--- src/rtl/uart_tx_fifo.sv ---
// uart_tx_fifo
//   UART transmitter with an internal baud divider, a DEPTH-entry TX FIFO with
//   valid/ready push, configurable data width and stop bits, and runtime
//   even/odd/no parity selected per frame.
//
//   Optional feature macro: UART_TX_BREAK_EN
//     Defined   -> adds input break_req and the BREAK / MARK states
//                  (line held low, then one bit time of mark before IDLE).
//     Undefined -> no break_req port; the line is only low during
//                  start, data and parity bits.
//
//   tx_pin, tx_busy and tx_done come straight from flops. Their next values
//   are derived from the next FSM state, so a word pushed into an empty FIFO
//   on edge N drives the start bit right after edge N+1.
module uart_tx_fifo #(
  parameter int DATA_BITS = 8,
  parameter int STOP_BITS = 1,
  parameter int CLK_DIV   = 55,
  parameter int DEPTH     = 4
) (
  input  logic                     clk,
  input  logic                     reset_n,
  input  logic                     in_valid,
  input  logic [DATA_BITS-1:0]     in_data,
  output logic                     in_ready,
  input  logic                     parity_enable,
  input  logic                     parity_odd,
`ifdef UART_TX_BREAK_EN
  input  logic                     break_req,
`endif
  output logic                     tx_pin,
  output logic                     tx_busy,
  output logic                     tx_done,
  output logic [$clog2(DEPTH):0]   fifo_level
);

  localparam int AW = $clog2(DEPTH);
  localparam int DW = (CLK_DIV > 1) ? $clog2(CLK_DIV) : 1;
  // Bit counter covers both data bits (max 9) and stop bits (max 2).
  localparam int CW = 4;

  localparam logic [DW-1:0] DIV_LAST  = DW'(CLK_DIV - 1);
  localparam logic [CW-1:0] DATA_LAST = CW'(DATA_BITS - 1);
  localparam logic [CW-1:0] STOP_LAST = CW'(STOP_BITS - 1);

  typedef enum logic [2:0] {
    ST_IDLE   = 3'd0,
    ST_START  = 3'd1,
    ST_DATA   = 3'd2,
    ST_PARITY = 3'd3,
    ST_STOP   = 3'd4
`ifdef UART_TX_BREAK_EN
    ,
    ST_BREAK  = 3'd5,
    ST_MARK   = 3'd6
`endif
  } state_t;

  // Even parity (XOR reduction) of one data word.
  function automatic logic parity_f(input logic [DATA_BITS-1:0] d);
    return ^d;
  endfunction

  // ------------------------------------------------------------------
  // FIFO storage and pointers (extra wrap bit distinguishes full/empty)
  // ------------------------------------------------------------------
  logic [DATA_BITS-1:0] mem_r [DEPTH];
  logic [AW:0]          wr_ptr_r;
  logic [AW:0]          rd_ptr_r;
  logic                 full_s;
  logic                 empty_s;
  logic                 push_s;
  logic                 pop_s;
  logic [DATA_BITS-1:0] head_s;

  // FSM and datapath state
  state_t               state_r;
  state_t               state_nx_s;
  logic [DW-1:0]        div_r;
  logic [DW-1:0]        div_nx_s;
  logic                 tick_s;
  logic [CW-1:0]        bit_cnt_r;
  logic [CW-1:0]        bit_cnt_nx_s;
  logic [DATA_BITS-1:0] shift_r;
  logic [DATA_BITS-1:0] shift_nx_s;
  logic                 par_en_r;
  logic                 par_bit_r;
  logic                 done_nx_s;

  // Registered outputs
  logic                 tx_pin_r;
  logic                 tx_busy_r;
  logic                 tx_done_r;
  logic                 pin_nx_s;
  logic                 busy_nx_s;

  // FIFO status flags, push qualification and head-of-queue read.
  always_comb begin
    empty_s = (wr_ptr_r == rd_ptr_r);
    full_s  = (wr_ptr_r[AW] != rd_ptr_r[AW]) &&
              (wr_ptr_r[AW-1:0] == rd_ptr_r[AW-1:0]);
    push_s  = in_valid & ~full_s;
    head_s  = mem_r[rd_ptr_r[AW-1:0]];
  end

  assign in_ready   = ~full_s;
  assign fifo_level = wr_ptr_r - rd_ptr_r;

  // FIFO data array write; contents need no reset because the pointers gate them.
  always_ff @(posedge clk) begin
    if (push_s) begin
      mem_r[wr_ptr_r[AW-1:0]] <= in_data;
    end
  end

  // FIFO pointer update; a simultaneous push and pop leaves the level unchanged.
  always_ff @(posedge clk or negedge reset_n) begin
    if (!reset_n) begin
      wr_ptr_r <= '0;
      rd_ptr_r <= '0;
    end else begin
      if (push_s) begin
        wr_ptr_r <= wr_ptr_r + (AW+1)'(1);
      end
      if (pop_s) begin
        rd_ptr_r <= rd_ptr_r + (AW+1)'(1);
      end
    end
  end

  // ------------------------------------------------------------------
  // Transmit FSM
  // ------------------------------------------------------------------
  assign tick_s = (div_r == DIV_LAST);

  // State, divider, shift register, latched parity settings and output flops.
  always_ff @(posedge clk or negedge reset_n) begin
    if (!reset_n) begin
      state_r   <= ST_IDLE;
      div_r     <= '0;
      bit_cnt_r <= '0;
      shift_r   <= '0;
      par_en_r  <= 1'b0;
      par_bit_r <= 1'b0;
      tx_pin_r  <= 1'b1;
      tx_busy_r <= 1'b0;
      tx_done_r <= 1'b0;
    end else begin
      state_r   <= state_nx_s;
      div_r     <= div_nx_s;
      bit_cnt_r <= bit_cnt_nx_s;
      shift_r   <= shift_nx_s;
      if (pop_s) begin
        // Parity mode is frozen per frame at the moment the word is popped.
        par_en_r  <= parity_enable;
        par_bit_r <= parity_f(head_s) ^ parity_odd;
      end
      tx_pin_r  <= pin_nx_s;
      tx_busy_r <= busy_nx_s;
      tx_done_r <= done_nx_s;
    end
  end

  // Next-state logic: bit sequencing, FIFO pops, bit counter and end-of-frame pulse.
  always_comb begin
    state_nx_s   = state_r;
    pop_s        = 1'b0;
    done_nx_s    = 1'b0;
    bit_cnt_nx_s = bit_cnt_r;
    case (state_r)
      ST_IDLE: begin
`ifdef UART_TX_BREAK_EN
        if (break_req) begin
          state_nx_s = ST_BREAK;
        end else
`endif
        if (!empty_s) begin
          state_nx_s = ST_START;
          pop_s      = 1'b1;
        end else begin
          state_nx_s = ST_IDLE;
        end
      end
      ST_START: begin
        if (tick_s) begin
          state_nx_s   = ST_DATA;
          bit_cnt_nx_s = '0;
        end else begin
          state_nx_s = ST_START;
        end
      end
      ST_DATA: begin
        if (tick_s) begin
          if (bit_cnt_r == DATA_LAST) begin
            bit_cnt_nx_s = '0;
            state_nx_s   = par_en_r ? ST_PARITY : ST_STOP;
          end else begin
            bit_cnt_nx_s = bit_cnt_r + CW'(1);
            state_nx_s   = ST_DATA;
          end
        end else begin
          state_nx_s = ST_DATA;
        end
      end
      ST_PARITY: begin
        if (tick_s) begin
          state_nx_s   = ST_STOP;
          bit_cnt_nx_s = '0;
        end else begin
          state_nx_s = ST_PARITY;
        end
      end
      ST_STOP: begin
        if (tick_s) begin
          if (bit_cnt_r == STOP_LAST) begin
            done_nx_s    = 1'b1;
            bit_cnt_nx_s = '0;
            // Back-to-back: next start bit begins on the same edge.
            if (!empty_s) begin
              state_nx_s = ST_START;
              pop_s      = 1'b1;
            end else begin
              state_nx_s = ST_IDLE;
            end
          end else begin
            bit_cnt_nx_s = bit_cnt_r + CW'(1);
            state_nx_s   = ST_STOP;
          end
        end else begin
          state_nx_s = ST_STOP;
        end
      end
`ifdef UART_TX_BREAK_EN
      ST_BREAK: begin
        if (!break_req) begin
          state_nx_s = ST_MARK;
        end else begin
          state_nx_s = ST_BREAK;
        end
      end
      ST_MARK: begin
        // End of the mark bit makes the same decision IDLE would, so the
        // mark lasts exactly one bit time before any queued frame starts.
        if (tick_s) begin
          if (break_req) begin
            state_nx_s = ST_BREAK;
          end else if (!empty_s) begin
            state_nx_s = ST_START;
            pop_s      = 1'b1;
          end else begin
            state_nx_s = ST_IDLE;
          end
        end else begin
          state_nx_s = ST_MARK;
        end
      end
`endif
      default: begin
        state_nx_s   = ST_IDLE;
        bit_cnt_nx_s = '0;
      end
    endcase
  end

  // Baud divider: held at zero while idle (or in break), wraps every CLK_DIV clocks otherwise.
  always_comb begin
    div_nx_s = div_r;
    if (state_r == ST_IDLE) begin
      div_nx_s = '0;
`ifdef UART_TX_BREAK_EN
    end else if (state_r == ST_BREAK) begin
      div_nx_s = '0;
`endif
    end else if (tick_s) begin
      div_nx_s = '0;
    end else begin
      div_nx_s = div_r + DW'(1);
    end
  end

  // Output logic: shift register next value and next line/busy levels from the next state.
  always_comb begin
    shift_nx_s = shift_r;
    pin_nx_s   = 1'b1;
    if (pop_s) begin
      shift_nx_s = head_s;
    end else if ((state_r == ST_DATA) && tick_s) begin
      shift_nx_s = {1'b0, shift_r[DATA_BITS-1:1]};
    end else begin
      shift_nx_s = shift_r;
    end
    case (state_nx_s)
      ST_IDLE:   pin_nx_s = 1'b1;
      ST_START:  pin_nx_s = 1'b0;
      ST_DATA:   pin_nx_s = shift_nx_s[0];
      ST_PARITY: pin_nx_s = par_bit_r;
      ST_STOP:   pin_nx_s = 1'b1;
`ifdef UART_TX_BREAK_EN
      ST_BREAK:  pin_nx_s = 1'b0;
      ST_MARK:   pin_nx_s = 1'b1;
`endif
      default:   pin_nx_s = 1'b1;
    endcase
    busy_nx_s = (state_nx_s != ST_IDLE);
  end

  assign tx_pin  = tx_pin_r;
  assign tx_busy = tx_busy_r;
  assign tx_done = tx_done_r;

endmodule
--- config.mk ---
export PLATFORM = sky130hd
export DESIGN_NAME = uart_tx_fifo
export DESIGN_NICKNAME = d
export VERILOG_FILES = /design/src/rtl/uart_tx_fifo.sv
export SDC_FILE = /design/constraint.sdc
export NUM_CORES = 1
export LEC_CHECK = 0
export CAP_MARGIN = 10
export CORE_ASPECT_RATIO = 0.8
export CORE_UTILIZATION = 50
export CTS_CLUSTER_DIAMETER = 60
export DETAILED_ROUTE_END_ITERATION = 8
export PLACE_DENSITY_LB_ADDON = 0.3
export SYNTH_ARGS = -nofsm -noshare
export SYNTH_HDL_FRONTEND = slang
export SYNTH_SLANG_ARGS = --single-unit
--- constraint.sdc ---
create_clock -name clk -period 1.9 [get_ports clk]
set_input_delay 0.285 -clock clk [delete_from_list [all_inputs] [get_ports clk]]
set_output_delay 0.285 -clock clk [all_outputs]
set_load 0.01 [all_outputs]
==> GITHUB_STEP_SUMMARY, run 1 <==
## Synthesis and layout report

| Metric | Value |
|---|---|
| Antenna violations before repair | 0 |
| Final Setup Violations | 3 |
| Tapcell count | 78 |
| Clock buf count | 9 |
| Leakage | 1.598 nW |
| Most instantiated logic cells after routing | edfxtp_1 (32), buf_4 (31), dfrtp_1 (30) |
| Final Net Count | 310 |
| Total number of vias | 1868 |
| Ys Warns | 0 |
| Xor+xnor area frac | 5.731% |
| Non-Clock Buffer Area Fraction | 14.83% |
| CP Data Arrival Time | 2.36 ns |
| Tool warnings | 35 |
| Status | finished with violations |
| Combinational fraction of the cell area | 30.86% |
| CP max FO | 5 |
| Met2 routed WL | 2559 µm |
| Crit path DRT | 2.13 ns |
| Die Y | 70.93 µm |
| CTS Sinks | 64 |
| Failing checks | negative setup slack |
| Final WS setup | -0.2307 ns |
[run 1: registers in the layout, indices dropped and copies added (netlist names)]
register	cells
mem_r	32
shift_r	8
div_r	6
bit_cnt_r	4
rd_ptr_r	3
state_r	3
wr_ptr_r	3
par_bit_r	1
par_en_r	1
tx_busy	1
tx_done	1
tx_pin	1
[run 1: worst paths after layout]
check                                 start           end  slack [ns]  cells past startpoint
worst max-delay path            rd_ptr_r[0]     par_bit_r       -0.23                      6
min in group clk                wr_ptr_r[2]   wr_ptr_r[2]        0.49                      1
worst min register to register  wr_ptr_r[2]   wr_ptr_r[2]        0.49                      1
worst max register to register  rd_ptr_r[0]     par_bit_r       -0.23                      6
worst min-delay path                reset_n  bit_cnt_r[0]        0.34                      2
max in group asynchronous           reset_n        tx_pin        1.24                      2
### Close-up of the layout, run 1

Window x 29 to 59, y 6 to 36 µm. Cells in gray, sequential cells in the stronger gray; small squares are vias.
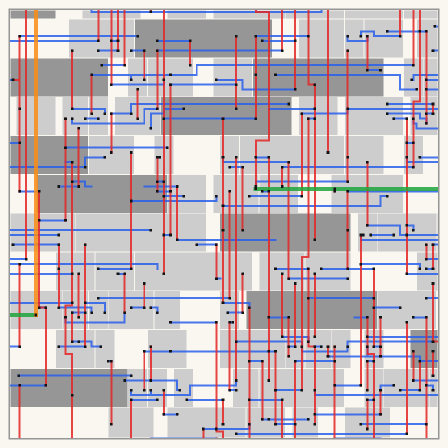
legend:
  orange:
    layer: metal 4
  red:
    layer: metal 2
  green:
    layer: metal 3
  blue:
    layer: metal 1
cells with their middle in the window: 72
netlist names of flops here include: div_r (3), rd_ptr_r (3)
sequential cells in the window: 9
most frequent: buf_4 (11), nor2_1 (7), dfrtp_1 (7)

### Congestion heat map, run 1

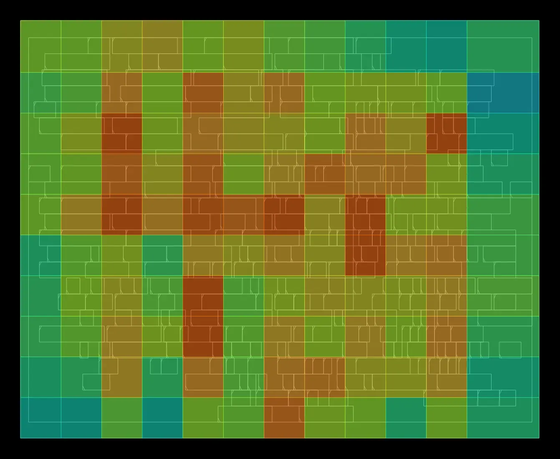
grt met3 use: 5.951%
Total GRT Usage: 20.09%

### Gate-type map, run 1

(6 px per µm)
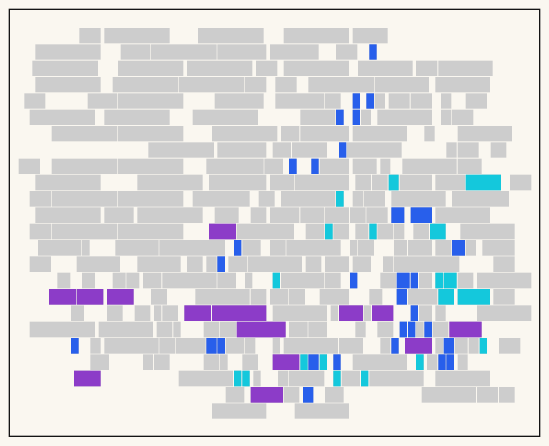
legend:
  blue:
    family: NAND gates
    cells: 31
    most_used: nand2_1
  purple:
    family: adder and majority cells
    cells: 14
    most_used: ha_1
  cyan:
    family: NOR gates
    cells: 19
    most_used: nor2_1

### Wiring heat map, run 1

(4 px per µm) 18 x 14 tiles, from white (low) to dark blue (high), scaled to the fullest tile. Values are wire area over tile area, all layers added.
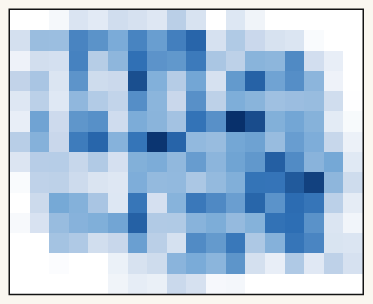
nearly empty tiles: 13%
fullest tile: 0.39
emptiest ninth of the die: south-west
densest ninth of the die: center
mean over tiles: 0.14
tiles over half the peak: 27%

==> run 2, diff against run 1 <==
--- a/config.mk
+++ b/config.mk
@@ -7,7 +7,7 @@
 export LEC_CHECK = 0
 export CAP_MARGIN = 10
 export CORE_ASPECT_RATIO = 0.8
-export CORE_UTILIZATION = 50
+export CORE_UTILIZATION = 25
 export CTS_CLUSTER_DIAMETER = 60
 export DETAILED_ROUTE_END_ITERATION = 8
 export PLACE_DENSITY_LB_ADDON = 0.3
### Congestion heat map, run 2

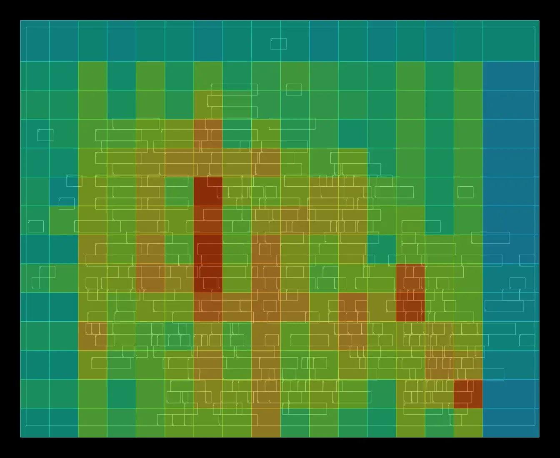
GR Util met2: 14.91%
Final Core Density: 35.09%
met1 Use GR: 14.47%
Total GRT Usage: 10.60%
Top Usage Layer GRT: met2

==> run 2 against run 1 <==
  * The run still ends with negative setup slack left
  * Non-clock buffer count is 2 higher
  * Via count is 0.96% higher
  * Synthesized cell count stayed put
  * Synthesized area stayed put
  * Sequential power hardly changed
  * Worst setup slack better by 0.022 ns
  * Clock-buffer cell count stayed put
  * Total power is 16% higher
  * Fmax is 1.0% higher
  * Cell area is 4.3% higher
  * Critical path type unchanged
  * Largest cell class unchanged
  * Largest power group is now clock
==> GITHUB_STEP_SUMMARY, run 2 <==
## Synthesis and layout report

| Metric | Value |
|---|---|
| Leakage | 1.654 nW |
| Hold Crit Class | in2async |
| Count leader, synth | edfxtp_1 |
| Final Setup Violations | 3 |
| Global-route wire length before repair | 9556 µm |
| Met2 routed WL | 2474 µm |
| Total number of vias | 1886 |
| Antenna violations before repair | 0 |
| Crit path to | par_bit_r |
| Xor+xnor area frac | 5.731% |
| Seq/Total Area, Yosys | 59.38% |
| Drt pass-1 iters | 4 |
| R2r endpoint | par_bit_r |
| CP max FO | 3 |
| I/O Buffers | 19 |
| Status | finished with violations |
| Post-synth ARST share | 50.00% |
| Tool warnings | 35 |
| R2R Path Start | rd_ptr_r[0] |
| Layout cell share with drive strength beyond 1 | 30.82% |
| Final Net Count | 312 |
| Failing checks | negative setup slack |
| DRC | 0 |
| Init Core Util | 25.68% |
| CP cell instances | buf_4 -> mux4_2 -> xnor2_2 -> xnor3_1 -> xnor2_1 -> mux2_2 |
| Total sequential power | 1.69 mW |
| Final WS setup | -0.2090 ns |
| Crit path DRT | 2.11 ns |
| CTS Sinks | 64 |
| R2r worst-path depth | 6 |
| Ys Warns | 0 |
| Switching share of total power | 24.36% |
| R2R Setup Slk | -0.21 ns |
| Grt met3 use | 4.014% |
| Max reg flops | 32 |
| Critical path depth | 6 |
| Crit path from | rd_ptr_r[0] |
| Most instantiated logic cells after routing | buf_4 (37), edfxtp_1 (32), dfrtp_1 (31) |
| Worst setup EP type | flop |
| Syn Nets | 247 |
| CP Data Arrival Time | 2.32 ns |
| Cells after Synth | 222 |
| YS chip area | 2969 µm² |
| Synth top cells by count | edfxtp_1 (32), dfrtp_1 (31), nand2_1 (22) |
| Post-synth top flop | edfxtp_1 |
| Die Y | 99.48 µm |
| Area added between synthesis and finish | 36.62% |
## run 2: netlist changes by cell type in the layout (fill, tap and decap cells not counted), moves of 2 or more
cell | before | now
a21oi_2 | 0 | 2
inv_6 | 0 | 3
buf_12 | 5 | 2
ha_2 | 2 | 0
mux2_4 | 2 | 0
mux2_2 | 2 | 4
clkbuf_16 | 1 | 9
ha_1 | 8 | 10
clkbuf_8 | 9 | 0
nand2_2 | 0 | 2
buf_4 | 31 | 37
nand2_1 | 22 | 20
## run 2: layout make-up
class	count	area (µm²)
Multi-Input combinational cell	139	1180
Sequential cell	64	1763
Timing Repair Buffer	62	536.8
Inverter	11	41.29
Clock buffer	9	225.2
Tap cell	148	185.2
Fill cell	1128	7505
Clock inverter	7	125.1
==> run 3, diff against run 2 <==
==> constraint.sdc (replaced) <==
create_clock -name clk -period 1.9 [get_ports clk]
set_input_delay 0.19 -clock clk [delete_from_list [all_inputs] [get_ports clk]]
set_output_delay 0.19 -clock clk [all_outputs]
set_load 0.01 [all_outputs]
==> run 3 against run 2 <==
  * The run still ends with negative setup slack left
  * Core utilization is essentially flat
  * Total power is essentially flat
  * Wire length grew 6.0%
  * Critical path type unchanged
==> GITHUB_STEP_SUMMARY, run 3 <==
## Synthesis and layout report

| Metric | Value |
|---|---|
| Final Net Count | 306 |
| Ys Warns | 0 |
| Reg area | 1764 µm² |
| Count leader, synth | edfxtp_1 |
| Crit path DRT | 2.11 ns |
| Failing checks | negative setup slack |
| Worst setup EP type | flop |
| Syn Nets | 247 |
| R2R Setup Slk | -0.20 ns |
| Total sequential power | 1.71 mW |
| Sequential Power Share | 37.9% |
| Switching share of total power | 24.41% |
| Cells after Synth | 222 |
| Global-route wire length before repair | 10260 µm |
| Init Core Util | 25.68% |
| Final Core Density | 35.10% |
| Die Y | 99.48 µm |
| Layout cell share with drive strength beyond 1 | 29.72% |
| Final Setup Violations | 2 |
| Crit path from | rd_ptr_r[0] |
| Post-synth ARST share | 50.00% |
| Gr ovfl total | 0 |
| Antenna violations before repair | 0 |
| Hold Crit Class | in2async |
| Status | finished with violations |
| I/O Buffers | 19 |
| R2r worst-path depth | 6 |
| Seq/Total Area, Yosys | 59.38% |
| Max reg flops | 32 |
| Drt pass-1 iters | 4 |
| R2R Path Start | rd_ptr_r[0] |
| Final WS setup | -0.1975 ns |
| Logic area | 1197 µm² |
| Post-synth top flop | edfxtp_1 |
| Most instantiated logic cells after routing | edfxtp_1 (32), dfrtp_1 (30), buf_4 (29) |
| Crit path to | par_bit_r |
| R2r endpoint | par_bit_r |
| Tool warnings | 35 |
| Leakage | 1.637 nW |
| Total number of vias | 1876 |
| FILL cells | 1146 |
| CP cell instances | buf_6 -> mux4_2 -> xnor2_1 -> xnor3_1 -> xnor2_1 -> mux2_2 |
| CP max FO | 4 |
[run 3: cell counts after synthesis]
No cell type changed its count.
[run 3: metal layers]
layer	up-vias	GRT usage [%]	routed length [µm]
met5	-	0	0
met4	0	4.171	97
met3	10	3.670	236
met2	33	15.64	2583
met1	920	16.18	3116
li1	913	-	-
[run 3: final cells by class]
class	count	area share (%)
sequential	64	43.48
multi-input combinational	139	29.51
timing repair buffer	56	12.95
clock buffer	9	5.550
tap	148	4.564
clock inverter	7	2.929
inverter	11	1.018
[run 3: repair_timing]
item	4_1_cts	5_1_grt
hold buffers	0	0
resized	20	17
buffers inserted	1	1
endpoints found under the setup margin	54	22
pin swaps	4	7
cloned	0	0
### Congestion heat map, run 3

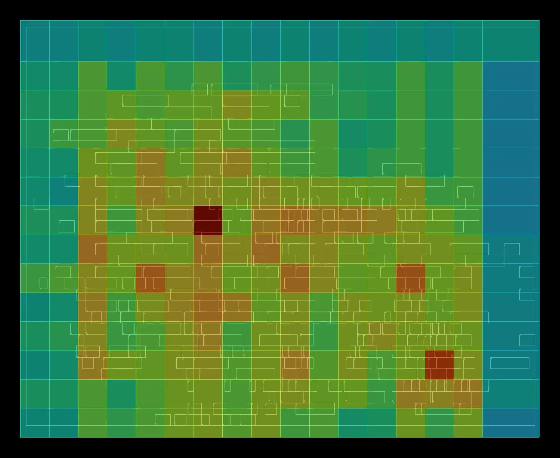
Top Usage Layer GRT: met1
GR Util met2: 15.64%
Total GRT Usage: 11.28%
met1 Use GR: 16.18%

No activity file was given, so power comes from the tool's default toggle rates.
